==> config.mk <==
export PLATFORM = sky130hd
export DESIGN_NAME = cellnet_relay
export DESIGN_NICKNAME = d
export VERILOG_FILES = /design/src/rtl/cellnet_relay.sv
export SDC_FILE = /design/constraint.sdc
export NUM_CORES = 1
export LEC_CHECK = 0
export CORE_MARGIN = 1.5
export CORE_UTILIZATION = 45
export DETAILED_ROUTE_END_ITERATION = 6
export GPL_TIMING_DRIVEN = 0
export HOLD_SLACK_MARGIN = 0.03
export MAX_ROUTING_LAYER = met4
export PLACE_DENSITY_LB_ADDON = 0.1
export SETUP_SLACK_MARGIN = 0.1
export SKIP_CTS_REPAIR_TIMING = 1
export SLEW_MARGIN = 25
export SYNTH_ARGS = -nofsm -noshare
export SYNTH_HDL_FRONTEND = slang
export SYNTH_SLANG_ARGS = --single-unit
==> constraint.sdc <==
create_clock -name i_clk -period 3.2 [get_ports i_clk]
set_clock_uncertainty 0.15 [all_clocks]
set_input_delay 0.64 -clock i_clk [delete_from_list [all_inputs] [get_ports i_clk]]
set_output_delay 0.64 -clock i_clk [all_outputs]
set_load 0.01 [all_outputs]
==> src/rtl/cellnet_relay.sv <==
`default_nettype none
// ============================================================================
//  Module   : cellnet_relay
//  Purpose  : Two-phase handshake relay between two asynchronous peers with a
//             DEPTH-entry FIFO buffering {address, data} words in the i_clk domain.
//  Revision : 1.0  initial release
// ============================================================================

`ifndef ADDRESS_SIZE
`define ADDRESS_SIZE 8
`endif
`ifndef DATA_SIZE
`define DATA_SIZE 8
`endif

module cellnet_relay #(
    parameter int ADDR_W = `ADDRESS_SIZE,
    parameter int DATA_W = `DATA_SIZE,
    parameter int DEPTH  = 4
) (
    input  logic                     i_clk,
    input  logic                     i_rst_n,
    input  logic                     i_req,
    input  logic [ADDR_W-1:0]        i_addr,
    input  logic [DATA_W-1:0]        i_dat,
    output logic                     o_ack,
    output logic                     o_req,
    output logic [ADDR_W-1:0]        o_addr,
    output logic [DATA_W-1:0]        o_dat,
    input  logic                     i_ack,
    output logic [$clog2(DEPTH):0]   o_count,
    output logic                     o_err
);

    localparam int PTR_W  = $clog2(DEPTH);
    localparam int CNT_W  = PTR_W + 1;
    localparam int WORD_W = ADDR_W + DATA_W;

    localparam logic [CNT_W-1:0] C_FULL = CNT_W'(DEPTH);
    localparam logic [CNT_W-1:0] C_ZERO = '0;
    localparam logic [PTR_W-1:0] C_PTR_ONE = PTR_W'(1);

    localparam logic [0:0] ST_IDLE = 1'b0;
    localparam logic [0:0] ST_WAIT = 1'b1;

    logic              req_s1_q, req_s1_d, req_s_q, req_s_d;
    logic              ack_s1_q, ack_s1_d, ack_s_q, ack_s_d;
    logic              ack_prev_q, ack_prev_d;
    logic              ack_q, ack_d;
    logic              oreq_q, oreq_d;
    logic [ADDR_W-1:0] oaddr_q, oaddr_d;
    logic [DATA_W-1:0] odat_q, odat_d;
    logic              err_q, err_d;
    logic [CNT_W-1:0]  cnt_q, cnt_d;
    logic [PTR_W-1:0]  wr_ptr_q, wr_ptr_d;
    logic [PTR_W-1:0]  rd_ptr_q, rd_ptr_d;
    logic [0:0]        state_q, state_d;
    logic [WORD_W-1:0] mem_q [DEPTH];
    logic [WORD_W-1:0] mem_d [DEPTH];

    logic              w_pending;
    logic              w_push;
    logic              w_pop;
    logic [WORD_W-1:0] w_head;

    always_comb begin
        req_s1_d   = i_req;
        req_s_d    = req_s1_q;
        ack_s1_d   = i_ack;
        ack_s_d    = ack_s1_q;
        ack_prev_d = ack_s_q;

        ack_d      = ack_q;
        oreq_d     = oreq_q;
        oaddr_d    = oaddr_q;
        odat_d     = odat_q;
        err_d      = err_q;
        cnt_d      = cnt_q;
        wr_ptr_d   = wr_ptr_q;
        rd_ptr_d   = rd_ptr_q;
        state_d    = state_q;
        mem_d      = mem_q;

        // Only synchronized handshake levels steer the datapath.
        w_pending  = (req_s_q != ack_q);
        w_push     = w_pending && (cnt_q < C_FULL);
        w_pop      = (state_q == ST_IDLE) && (cnt_q != C_ZERO);
        w_head     = mem_q[rd_ptr_q];

        if (w_push) begin
            mem_d[wr_ptr_q] = {i_addr, i_dat};
            wr_ptr_d        = wr_ptr_q + C_PTR_ONE;
            ack_d           = ~ack_q;
        end

        case (state_q)
            ST_IDLE: begin
                if (w_pop) begin
                    {oaddr_d, odat_d} = w_head;
                    rd_ptr_d          = rd_ptr_q + C_PTR_ONE;
                    oreq_d            = ~oreq_q;
                    state_d           = ST_WAIT;
                end
                // An acknowledge with nothing outstanding is a peer protocol fault.
                if (ack_s_q != ack_prev_q) begin
                    err_d = 1'b1;
                end
            end
            ST_WAIT: begin
                if (ack_s_q == oreq_q) begin
                    state_d = ST_IDLE;
                end
            end
            default: state_d = ST_IDLE;
        endcase

        case ({w_push, w_pop})
            2'b10:   cnt_d = cnt_q + CNT_W'(1);
            2'b01:   cnt_d = cnt_q - CNT_W'(1);
            default: cnt_d = cnt_q;
        endcase
    end

    always_ff @(posedge i_clk or negedge i_rst_n) begin
        if (!i_rst_n) begin
            req_s1_q   <= 1'b0;
            req_s_q    <= 1'b0;
            ack_s1_q   <= 1'b0;
            ack_s_q    <= 1'b0;
            ack_prev_q <= 1'b0;
            ack_q      <= 1'b0;
            oreq_q     <= 1'b0;
            oaddr_q    <= '0;
            odat_q     <= '0;
            err_q      <= 1'b0;
            cnt_q      <= '0;
            wr_ptr_q   <= '0;
            rd_ptr_q   <= '0;
            state_q    <= ST_IDLE;
            mem_q      <= '{default: '0};
        end else begin
            req_s1_q   <= req_s1_d;
            req_s_q    <= req_s_d;
            ack_s1_q   <= ack_s1_d;
            ack_s_q    <= ack_s_d;
            ack_prev_q <= ack_prev_d;
            ack_q      <= ack_d;
            oreq_q     <= oreq_d;
            oaddr_q    <= oaddr_d;
            odat_q     <= odat_d;
            err_q      <= err_d;
            cnt_q      <= cnt_d;
            wr_ptr_q   <= wr_ptr_d;
            rd_ptr_q   <= rd_ptr_d;
            state_q    <= state_d;
            mem_q      <= mem_d;
        end
    end

    assign o_ack   = ack_q;
    assign o_req   = oreq_q;
    assign o_addr  = oaddr_q;
    assign o_dat   = odat_q;
    assign o_count = cnt_q;
    assign o_err   = err_q;

endmodule

`default_nettype wire

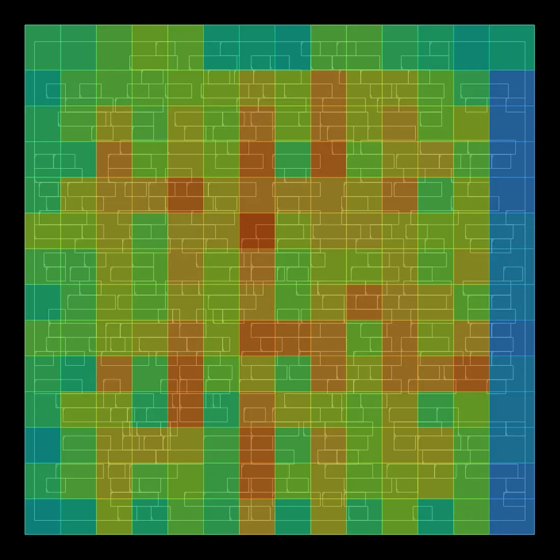
*Routing congestion, run 1*
total track usage: 0.1607
busiest grt layer: met2
met3 usage: 0.03404
Finished Core Util: 0.5580

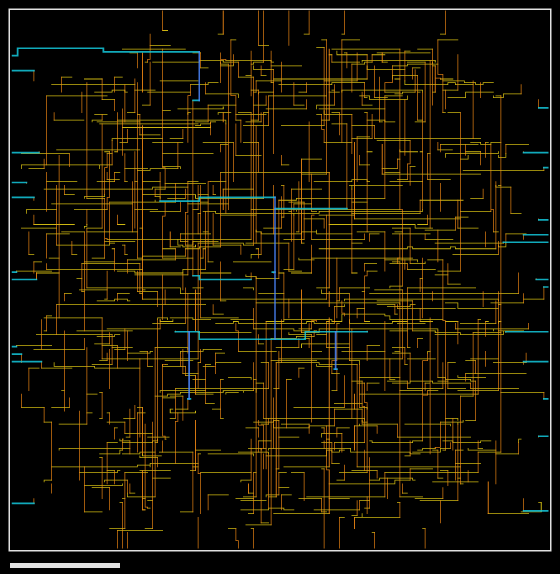
*Wiring by layer, run 1*
Scale bar: 20 um.
colour	layer	wire length
yellow	M1	3370 um
cyan	M3	195 um
orange	M2	3250 um
blue	M4	53.7 um
DR vias: 2137
final wirelength: 6870 um
drt wl/cell: 16.92 um

==> results.cfg, run 1 <==
; yosys + openroad results
[final_layout]
bufAreaShareNonClock = 0.1098
most-common-layout-cells = dfrtp_1, mux2_2, clkdlybuf4s50_1
lay_top_count = dfrtp_1
largest_class = registers
area_growth_syn_to_layout_pct = 19.33
buffers = 54
n_antenna_cell = 0
drive_gt1_frac = 0.4362

[global_routing]
grt_pass1_vias = 2294
grt_overflow = 0
grt_antenna_before_repair = 0
grt_max_degree = 69

[setup_path]
rrSetupSlack_ns = 0.69
cp.required_ns = 3.33
start_kind = register
regToRegEndpoint = o_count[2]$_DFFE_PN0P_
r2r_start = o_count[2]$_DFFE_PN0P_

[sta]
hold_slack_ns = 0.2065
setup_viol = 0
hold_violations = 0
min_period_ns = 2.509
rsz0062_at_grt = no

[drt]
avgViaCountPerCell = 5.264
drc = 0
firstDrtPassIters = 4
drtAntennaViolNets = 0

[clock_tree]
cts_tree = yes
worstSkewPairLatency_ns = 0.35
cts_inserted_buffers = 9
cts.sink_count = 96

[run_status]
status = completed

[synth]
ys_seq_frac = 0.5863
syn_area_um2 = 4098
yosys-stat-cells = 239
topCellsByArea = dfrtp_1, mux2_2, mux4_2
syn_inst = 239

[power]
power.total_w = 0.005140

[placed_design]
portBuffers = 41
hpwl_um = 4476
gp_congestion = 0.7185

[hold_path]
hold_class = reg -> reg
hold_start = ack_s1_q$_DFF_PN0_

[die]
placementRows = 34
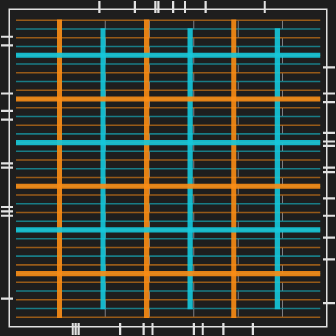
*PDN straps and rails, run 1*
Pins as bars on the die edge. Tap cells in grey.
colour	net
orange	VSS
cyan	VDD
met4 straps	6
rows	34
met1 rails	35
signal pins	42
Core ar.: 8763 um^2
maximum vdd drop: 0.4292 mV
Chip Width: 98.43 um
Die H: 98.43 um

## run 1: where the power goes
part | leakage (nW) | internal (W) | switching [W]
sequential | 1.15 | 0.00181 | 0.000284
combinational | 0.817 | 0.00139 | 0.000844
clock | 0.107 | 0.000406 | 0.000402
## run 1: sequential cells by signal, indices dropped and copies added, names as in the netlist
name	count
o_ack	1
o_req	1
ack_prev_q	1
o_dat	8
ack_prev_d	1
wr_ptr_q	2
o_count	3
state_q	1
mem_q	64
rd_ptr_q	2
req_s1_q	1
o_addr	8
req_s_q	1
ack_s1_q	1
o_err	1
## run 1: per-layer routing
metal | GRT usage | wire length [um] | vias up
li1 | - | - | 971
met2 | 0.2439 | 3253 | 33
met5 | - | 0 | -
met4 | 0.04875 | 53 | 0
met1 | 0.2199 | 3367 | 1123
met3 | 0.03404 | 195 | 10
## run 1: cells in the mapped netlist (all sizes together)
cell and count:
a21o 1, buf 11, dfrtp 96, fa 1
ha 5, inv 6, mux2 82, mux2i 1
mux4 16, nor2 3, nor3 1, nor3b 5
o21bai 1, xnor2 4, xor2 6
## run 1: critical path: stages (launching register included)
cell     delay [ns]
dfrtp_1        0.36
buf_2          0.29
nor3_1         0.12
nor2_1         0.12
buf_2          0.30
ha_1           0.25
inv_1          0.06
fa_1           0.37
xor2_1         0.15
nor2_1         0.12
xor2_1         0.15
## run 1: kinds of logic (layout without fill, tap and decap cells)
logic type,count (synthesis),in the layout,synth area share
adder cells (fa/ha/maj),6,6,0.02015
multiplexers,99,99,0.3157
AND-OR/OR-AND,2,2,0.003665
AND/OR/NAND/NOR,9,9,0.02412
XOR/XNOR,10,10,0.02321
buffers and inverters,17,76,0.02687
flip-flops,96,96,0.5863
### Placed cells, one colour a class, run 1

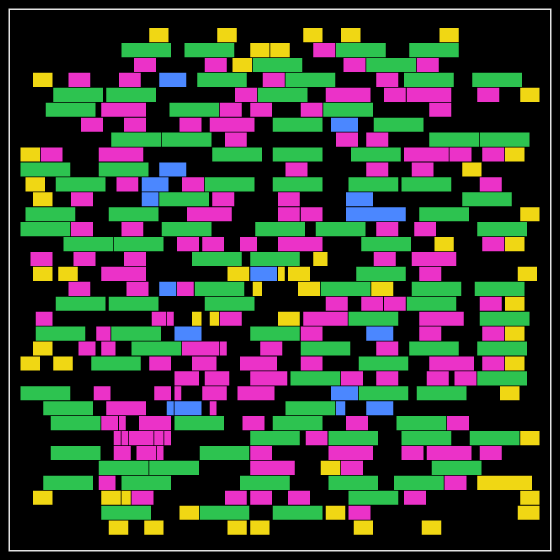

==> run 2, diff against run 1 <==
==> constraint.sdc (replaced) <==
create_clock -name i_clk -period 2.1 [get_ports i_clk]
set_clock_uncertainty 0.15 [all_clocks]
set_input_delay 0.42 -clock i_clk [delete_from_list [all_inputs] [get_ports i_clk]]
set_output_delay 0.42 -clock i_clk [all_outputs]
set_load 0.01 [all_outputs]
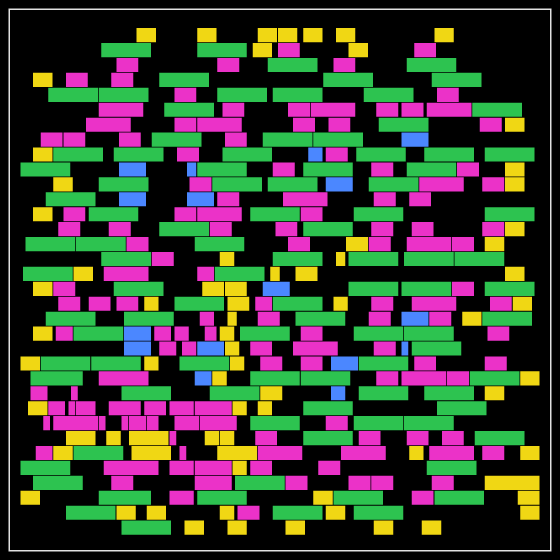
*Placed cells, one colour a class, run 2*
colour	class	cells	share of their area
yellow	remaining buffers and delay cells	72	15%
blue	clock drivers and dummy loads	16	3.7%
green	sequential cells	96	48%
magenta	remaining logic cells	132	33%
flop share of the area: 0.4714
num rows: 34
fin area: 5101 um^2
Finished Core Util: 0.5821

==> run 2 against run 1 <==
Compared with the run above: non-clock buffer count is 18 higher; sequential power is 53% higher; combinational power is 71% higher; clock-buffer cell count stayed put; via count is 3.0% higher; sequential share of layout area is 2.0 points lower; register-to-register slack worse by 0.61 ns; critical path type unchanged; die size stayed put; design area is 4.3% higher.
==> results.cfg, run 2 <==
; yosys + openroad results
[run_status]
status = completed

[synth]
synth.most_common_cell = dfrtp_1
ys_seq_frac = 0.5863
syn_area_um2 = 4098
fa_ha_area_frac = 0.02015
synthAoiAreaFrac = 0.003664
ys_top_logic_family = multiplexers
synthTopCellsByCount = dfrtp_1, mux2_2, mux4_2, inv_1, xor2_1
topCellsByArea = dfrtp_1, mux2_2, mux4_2
edf_count = 0
ff_type = dfrtp_1
syn_inst = 239
mux_area_frac = 0.3157

[final_layout]
drive_gt1_frac = 0.5000
most-common-layout-cells = dfrtp_1, mux2_2, clkdlybuf4s50_1
n_antenna_cell = 0
area_growth_syn_to_layout_pct = 24.49
largest_reg_flops = 64

[hold_path]
hold_class = reg -> reg

[die]
dieWidth_um = 98.43
die_h_um = 98.43

[clock_tree]
cts_tree = yes
cts_inserted_buffers = 9
cts.sink_count = 96
worstSkewPairLatency_ns = 0.35

[sta]
hold_slack_ns = 0.2047
hold_violations = 0
setup_viol = 0

[placed_design]
gp_congestion = 0.6818
portBuffers = 41

[drt]
via_count = 2201
wl_met1_um = 3262
firstDrtPassIters = 4
drtAntennaViolNets = 0
drt_wl_total_um = 7055
met3_length_um = 251
avgViaCountPerCell = 5.191
drc = 0

[setup_path]
max_stage_delay_ns = 0.46
critical_path.slowest_cell = dfrtp_2
regToRegEndpoint = o_count[2]$_DFFE_PN0P_
r2r_start = o_ack$_DFFE_PN0P_

[global_routing]
grt_pass1_vias = 2195
busiest_layer = met2
use_met3 = 0.04752
met2_usage = 0.2450
grt_max_degree = 57
grt_use_total = 0.1666
grtUsageMet1 = 0.2305

[power]
power.total_w = 0.008146
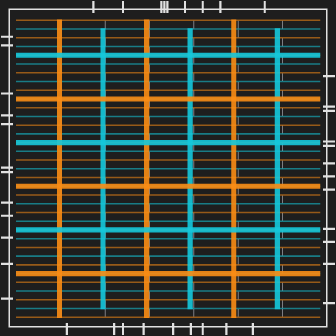
*PDN straps and rails, run 2*
Pins as bars on the die edge. Tap cells in grey.
colour	net
cyan	VDD
orange	VSS
met4 straps	6
rows	34
maximum vdd drop: 0.7196 mV

[run 2: report_power, final]
| part | leakage [nW] | switching [W] | internal (W) |
|---|---|---|---|
| logic | 0.934 | 0.00137 | 0.00244 |
| registers | 1.14 | 0.000456 | 0.00277 |
| clock network | 0.0886 | 0.000611 | 0.000496 |
[run 2: per-stage QoR]
step	setup TNS (ns)	util	area, um^2
after global placement	-303.92	0.5348	4687
final	0	0.5821	5101
after floorplan	0	-	4141
after detailed placement	-0.06208	0.5381	4716
after CTS	-0.1120	0.5591	4900
after global routing	-0.01574	0.5821	5101
[run 2: layout make-up]
class,instances,share of cell area
Sequential cell,96,0.4714
Tap cell,108,0.02649
Inverter,6,0.004415
Buffer,11,0.02060
Clock buffer,12,0.03041
Timing Repair Buffer,61,0.1219
Clock inverter,4,0.005641
Multi-Input combinational cell,126,0.3191
[run 2: worst max-delay path, delay by kind of cell, from the launching register on]
kind,cells,cell delay (ns)
xor+xnor,3,0.50
fa+ha+maj,2,0.51
buf+inv,2,0.11
flops,1,0.46
simple gates,2,0.21
[run 2: how the worst max path moves through the flow]
| stage | from | end | slack, ns | cells after the start |
|---|---|---|---|---|
| after floorplan | o_count[2]$_DFFE_PN0P_ | o_count[2]$_DFFE_PN0P_ | 0.05 | 10 |
| after global placement | i_rst_n | o_ack$_DFFE_PN0P_ | -3.52 | 1 |
| after detailed placement | o_count[2]$_DFFE_PN0P_ | o_count[2]$_DFFE_PN0P_ | -0.06 | 10 |
| after CTS | o_count[2]$_DFFE_PN0P_ | o_count[2]$_DFFE_PN0P_ | -0.1 | 10 |
| after global routing | o_ack$_DFFE_PN0P_ | o_count[2]$_DFFE_PN0P_ | -0.02 | 9 |
| final | o_ack$_DFFE_PN0P_ | o_count[2]$_DFFE_PN0P_ | 0.08 | 9 |
==> run 3, diff against run 2 <==
--- a/config.mk
+++ b/config.mk
@@ -5,8 +5,10 @@
 export SDC_FILE = /design/constraint.sdc
 export NUM_CORES = 1
 export LEC_CHECK = 0
+export CAP_MARGIN = 15
 export CORE_MARGIN = 1.5
 export CORE_UTILIZATION = 45
+export CTS_CLUSTER_SIZE = 28
 export DETAILED_ROUTE_END_ITERATION = 6
 export GPL_TIMING_DRIVEN = 0
 export HOLD_SLACK_MARGIN = 0.03
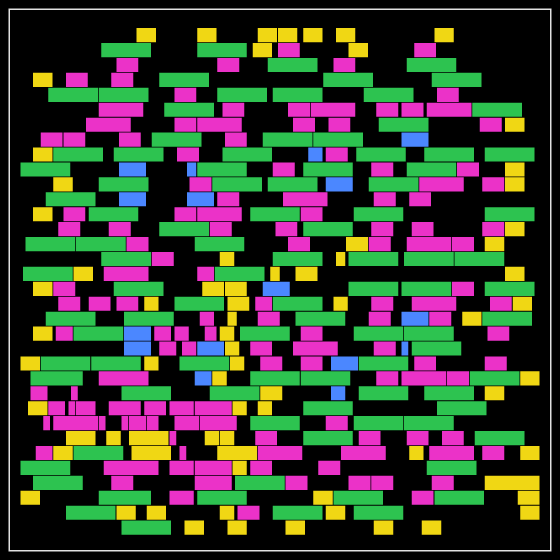
*Placed cells, one colour a class, run 3*
colour	class	cells	share of their area
yellow	remaining buffers and delay cells	72	15%
green	sequential cells	96	48%
blue	clock drivers and dummy loads	16	3.7%
magenta	remaining logic cells	132	33%

==> run 3 against run 2 <==
Compared with the run above: maximum frequency stayed put; register-to-register slack is essentially flat; worst hold slack unchanged; cell count stayed put; routed wire length unchanged; design area is the same; sequential share of layout area unchanged; clock power about the same; critical path type unchanged; combinational power hardly changed.
==> results.cfg, run 3 <==
; yosys + openroad results
[clock_tree]
cts_inserted_buffers = 9
worstSkewPairLatency_ns = 0.35
cts_tree = yes

[drt]
avgViaCountPerCell = 5.191
drtAntennaViolNets = 0
firstDrtPassIters = 4
routed-wl-met2_um = 3462

[die]
dieWidth_um = 98.43
die_h_um = 98.43
placementRows = 34

[power]
top_power_group = combinational logic
seq_power_w = 0.00322
power.total_w = 0.008146
swShare = 0.2994
pwr-share-clk = 0.136
p_switching_w = 0.002439
p_clk_w = 0.00111

[placed_design]
place_area_um2 = 4716
gp_congestion = 0.6818

[final_layout]
area_growth_syn_to_layout_pct = 24.49
fin_util = 0.5821
largest_reg_flops = 64
most-common-layout-cells = dfrtp_1, mux2_2, clkdlybuf4s50_1
drive_gt1_frac = 0.5000
final_area_um2 = 5101

[run_status]
status = completed

[setup_path]
critPathLaunch = o_ack$_DFFE_PN0P_
rrSetupSlack_ns = 0.08
path_delay_family = adder cells
path_cells = xnor2_4, nor2_2, inv_2, ha_4, inv_2, fa_2, xor2_1, nor2_1, xor2_1
critical_path.slowest_cell = dfrtp_2
regToRegEndpoint = o_count[2]$_DFFE_PN0P_
cp.required_ns = 2.23

[sta]
hold_violations = 0
hold_slack_ns = 0.2047
tns_ns = 0

[global_routing]
grt_max_degree = 57
grt_antenna_before_repair = 0

[synth]
yosys-stat-cells = 239
synthTopCellsByCount = dfrtp_1, mux2_2, mux4_2, inv_1, xor2_1
ys_seq_frac = 0.5863
syn_area_um2 = 4098
edf_count = 0
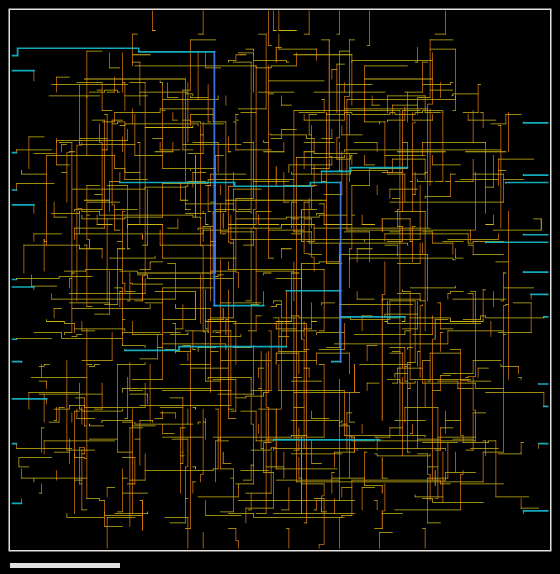
*Wiring by layer, run 3*
Scale bar: 20 um.
colour	layer	wire length
yellow	M1	3260 um
cyan	M3	251 um
orange	M2	3460 um
blue	M4	78.9 um
total track usage: 0.1666
DR vias: 2201
final wirelength: 7055 um
drt wl/cell: 16.64 um

==> run 3: cell counts after synthesis <==
Identical to the previous run, type by type.
==> run 3: worst min-delay path by stage <==
| stage | startpoint | endpoint | slack [ns] | depth (start not counted) |
|---|---|---|---|---|
| after floorplan | i_rst_n | ack_prev_d$_DFF_PN0_ | -0.03 | 0 |
| after global placement | req_s1_q$_DFF_PN0_ | req_s_q$_DFF_PN0_ | 0.18 | 0 |
| after detailed placement | ack_s1_q$_DFF_PN0_ | ack_prev_d$_DFF_PN0_ | 0.18 | 0 |
| after CTS | i_rst_n | mem_q[55]$_DFFE_PN0P_ | -0.18 | 1 |
| after global routing | ack_s1_q$_DFF_PN0_ | ack_prev_d$_DFF_PN0_ | 0.22 | 0 |
| final | ack_s1_q$_DFF_PN0_ | ack_prev_d$_DFF_PN0_ | 0.20 | 0 |
==> run 3: layout make-up <==
| type | count | area, um^2 |
|---|---|---|
| Fill cell | 710 | 3662 |
| Sequential cell | 96 | 2405 |
| Multi-Input combinational cell | 126 | 1628 |
| Timing Repair Buffer | 61 | 621.8 |
| Clock buffer | 12 | 155.1 |
| Tap cell | 108 | 135.1 |
| Buffer | 11 | 105.1 |
| Clock inverter | 4 | 28.78 |
| Inverter | 6 | 22.52 |
==> run 3: metal layers <==
metal | GRT usage | up-vias
met3 | 0.04752 | 6
li1 | - | 1001
met1 | 0.2305 | 1157
met4 | 0.04225 | 0
met2 | 0.2450 | 37
met5 | - | -
==> run 3: logic make-up (layout without fill, tap and decap cells) <==
kind of cell,Yosys count,in the layout,share of synthesized area
buf+inv,17,94,0.02687
fa+ha+maj,6,6,0.02015
compound gates,2,2,0.003665
xor+xnor,10,10,0.02321
simple gates,9,9,0.02412
mux,99,99,0.3157
flops,96,96,0.5863
Power is estimated from default activity; no workload was simulated.
